$ cat config.mk
export PLATFORM = sky130hd
export DESIGN_NAME = dcim_bitserial_feeder
export DESIGN_NICKNAME = d
export VERILOG_FILES = /design/src/rtl/dcim_bitserial_feeder.sv
export SDC_FILE = /design/constraint.sdc
export NUM_CORES = 2
export LEC_CHECK = 0
export CORE_AREA = 4 4 303 305
export CTS_CLUSTER_DIAMETER = 100
export DETAILED_ROUTE_END_ITERATION = 10
export DIE_AREA = 0 0 307 309
export GPL_TIMING_DRIVEN = 0
export PLACE_DENSITY = 0.75
export SYNTH_ARGS = -nofsm -noshare
export SYNTH_HDL_FRONTEND = slang
export SYNTH_SLANG_ARGS = --single-unit
$ cat constraint.sdc
create_clock -name clk -period 4.98 [get_ports clk]
set_clock_uncertainty 0.2 [all_clocks]
set_input_delay 0.747 -clock clk [delete_from_list [all_inputs] [get_ports clk]]
set_output_delay 0.747 -clock clk [all_outputs]
set_load 0.02 [all_outputs]
$ cat src/rtl/dcim_bitserial_feeder.sv
// Bit-serial feeder for the DCIM MAC stage: four weight rows, one activation vector at a
// time, emitted as four MSB-first bit-planes of activation-masked weight nibbles.
module dcim_bitserial_feeder (
  input  logic         clk,
  input  logic         rst,
  input  logic         w_load,
  input  logic [1:0]   w_row,
  input  logic [127:0] w_data,
  output logic         w_err,
  input  logic         act_valid,
  output logic         act_ready,
  input  logic [127:0] act_data,
  output logic         out_valid,
  output logic [127:0] out_data1,
  output logic [127:0] out_data2,
  output logic [127:0] out_data3,
  output logic [127:0] out_data4,
  output logic         busy
);

  localparam int unsigned N_ELEM = 32;
  localparam int unsigned W_BITS = 4;
  localparam int unsigned A_BITS = 4;
  localparam int unsigned N_ROWS = 4;
  localparam int unsigned VEC_W  = N_ELEM * W_BITS;
  localparam int unsigned BIT_W  = 2;

  localparam logic [0:0] ST_IDLE  = 1'b0;
  localparam logic [0:0] ST_SHIFT = 1'b1;

  localparam logic [BIT_W-1:0] LAST_BIT = BIT_W'(A_BITS - 1);

  logic [0:0]                       r_state;
  logic [BIT_W-1:0]                 r_bit;
  logic [VEC_W-1:0]                 r_act;
  logic [N_ROWS-1:0][VEC_W-1:0]     r_w;
  logic [N_ROWS-1:0][VEC_W-1:0]     r_out;
  logic                             r_out_valid;
  logic                             r_w_err;

  logic [0:0]                       w_nxt_state;
  logic [BIT_W-1:0]                 w_nxt_bit;
  logic                             w_load_act;
  logic                             w_wr_ok;
  logic                             w_accept;
  logic [A_BITS-1:0]                w_nib;
  logic [N_ROWS-1:0][VEC_W-1:0]     w_plane;

  // Weight writes and new vectors are only safe on a vector boundary.
  assign w_wr_ok   = (r_state == ST_IDLE) || (r_bit == '0);
  assign act_ready = !w_load && w_wr_ok;
  assign w_accept  = act_valid && act_ready;

  always_ff @(posedge clk) begin
    if (rst) begin
      r_state <= ST_IDLE;
      r_bit   <= LAST_BIT;
    end else begin
      r_state <= w_nxt_state;
      r_bit   <= w_nxt_bit;
    end
  end

  always_comb begin
    w_nxt_state = r_state;
    w_nxt_bit   = r_bit;
    w_load_act  = 1'b0;
    if (r_state == ST_IDLE) begin
      if (w_accept) begin
        w_nxt_state = ST_SHIFT;
        w_nxt_bit   = LAST_BIT;
        w_load_act  = 1'b1;
      end
    end else begin
      w_nxt_bit = r_bit - BIT_W'(1);
      if (r_bit == '0) begin
        if (w_accept) begin
          w_nxt_bit  = LAST_BIT;
          w_load_act = 1'b1;
        end else begin
          w_nxt_state = ST_IDLE;
        end
      end
    end
  end

  // Each weight nibble passes through when its activation's current bit is set.
  always_comb begin
    w_plane = '0;
    w_nib   = '0;
    for (int r = 0; r < int'(N_ROWS); r++) begin
      for (int j = 0; j < int'(N_ELEM); j++) begin
        w_nib = r_act[j*A_BITS +: A_BITS];
        if (w_nib[r_bit]) begin
          w_plane[r][j*W_BITS +: W_BITS] = r_w[r][j*W_BITS +: W_BITS];
        end
      end
    end
  end

  always_ff @(posedge clk) begin
    if (rst) begin
      r_act       <= '0;
      r_w         <= '0;
      r_out       <= '0;
      r_out_valid <= 1'b0;
      r_w_err     <= 1'b0;
    end else begin
      if (w_load_act) begin
        r_act <= act_data;
      end
      if (w_load && w_wr_ok) begin
        r_w[w_row] <= w_data;
      end
      r_w_err     <= w_load && !w_wr_ok;
      r_out_valid <= (r_state == ST_SHIFT);
      r_out       <= (r_state == ST_SHIFT) ? w_plane : '0;
    end
  end

  assign out_valid = r_out_valid;
  assign out_data1 = r_out[0];
  assign out_data2 = r_out[1];
  assign out_data3 = r_out[2];
  assign out_data4 = r_out[3];
  assign w_err     = r_w_err;
  assign busy      = (r_state == ST_SHIFT);

endmodule

The metal 3 layer:
The bar under the picture is 100 um long.
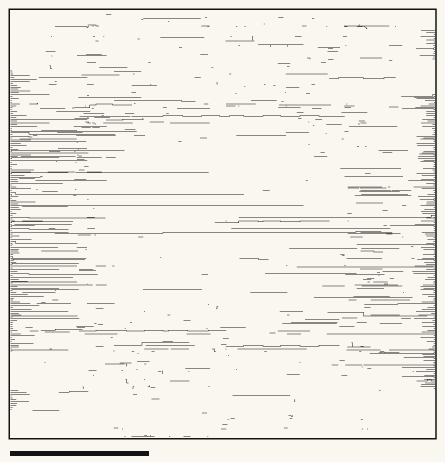
- nets with wire on the layer: 547
- main direction: horizontal
- wire length on this layer: 9350 um
- longest straight run: 211 um
WL final: 137300 um
vias: 29184

Routed metal, one color a layer:
The bar under the picture is 100 um long.
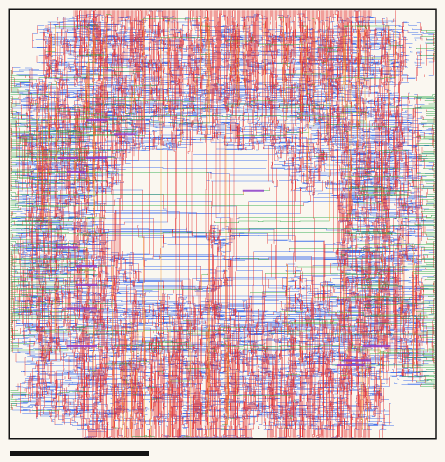
- M2: red (wire length 65.6 mm)
- M3: green (wire length 9350 um)
- M4: orange (wire length 5120 um)
- M1: blue (wire length 57.0 mm)
- M5: purple (wire length 217 um)

==> flow_summary.ini <==
; physical design summary
[detailed_routing]
route.met3.wl_um = 9346
detail_route.iter0.violations = 2026
first_pass_iters = 5

[cells_and_area]
combAreaFraction = 0.3007
buffer_area_frac = 0.1669
num_antenna_cells = 29
lay_top_count = dfxtp_1
clkbuf_count = 169
logic_area_um2 = 16230
area_delta_synth_final_pct = 32.81

[status]
status = finished, final reports clean

[clocking]
cts-hold-fix-buffers = 0
clk_pin_slew_worst_paths_ns = 0.07
cts_tree = yes
post-cts-setup-buffers = 0
clkLatencyLatePin_ns = 0.71

[timing]
hold_viol_final = 0
max_freq_mhz = 253.0
fin_hold_ws_ns = 0.2212
rsz0062_at_grt = no

[worst_setup_path]
crit_chain = buf_6 > buf_2 > inv_1 > ha_1 > nor2b_1 > nor2_1 > clkdlybuf4s50_1
crit_arrival_ns = 3.01
worstSetupPathDepth = 7
r2r-start = r_bit[1]

[min_path]
holdPathStages = 2

[power]
pg_comb_mw = 1.31
finalPower_mw = 20.00
seq_power_share = 0.478
power.density_nw_per_um2 = 370.5

[yosys]
common_cells = dfxtp_1, nand2b_1, mux2i_1
synth-xor-area-share = 0
ys_sh_mux = 0.1755
top_area_cell = dfxtp_1

[global_route]
met3_usage = 0.06908
grt_usage = 0.2781

[place]
place.gp.congestion = 0.8775
place_inst = 5483
Cell outlines without signal wires:
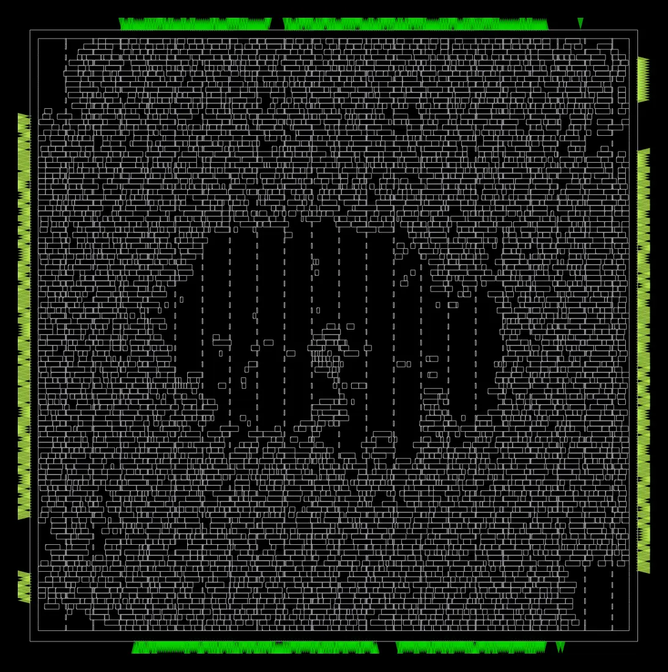
Core ar.: 89320 um^2
Fill cells: 7233

Met4 routing:
Supply wires on this layer in gray.
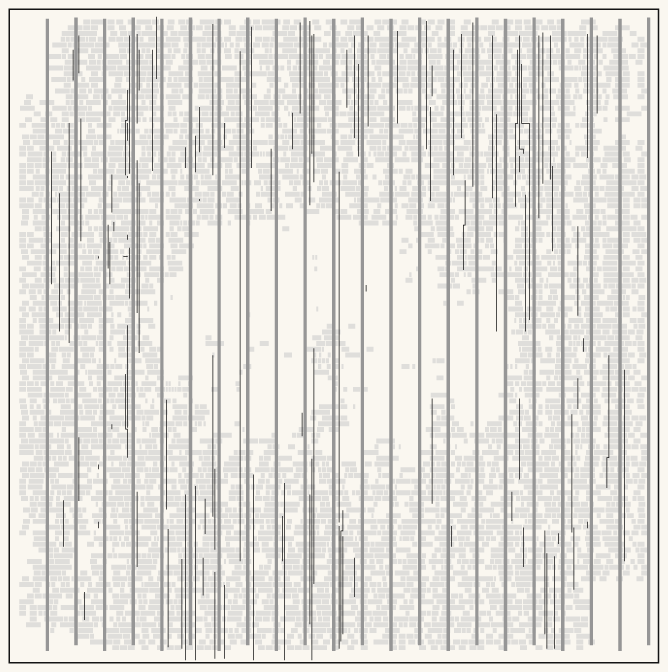
- nets with wire on the layer: 76
- main direction: vertical
- share of all routed wire: 3.7%

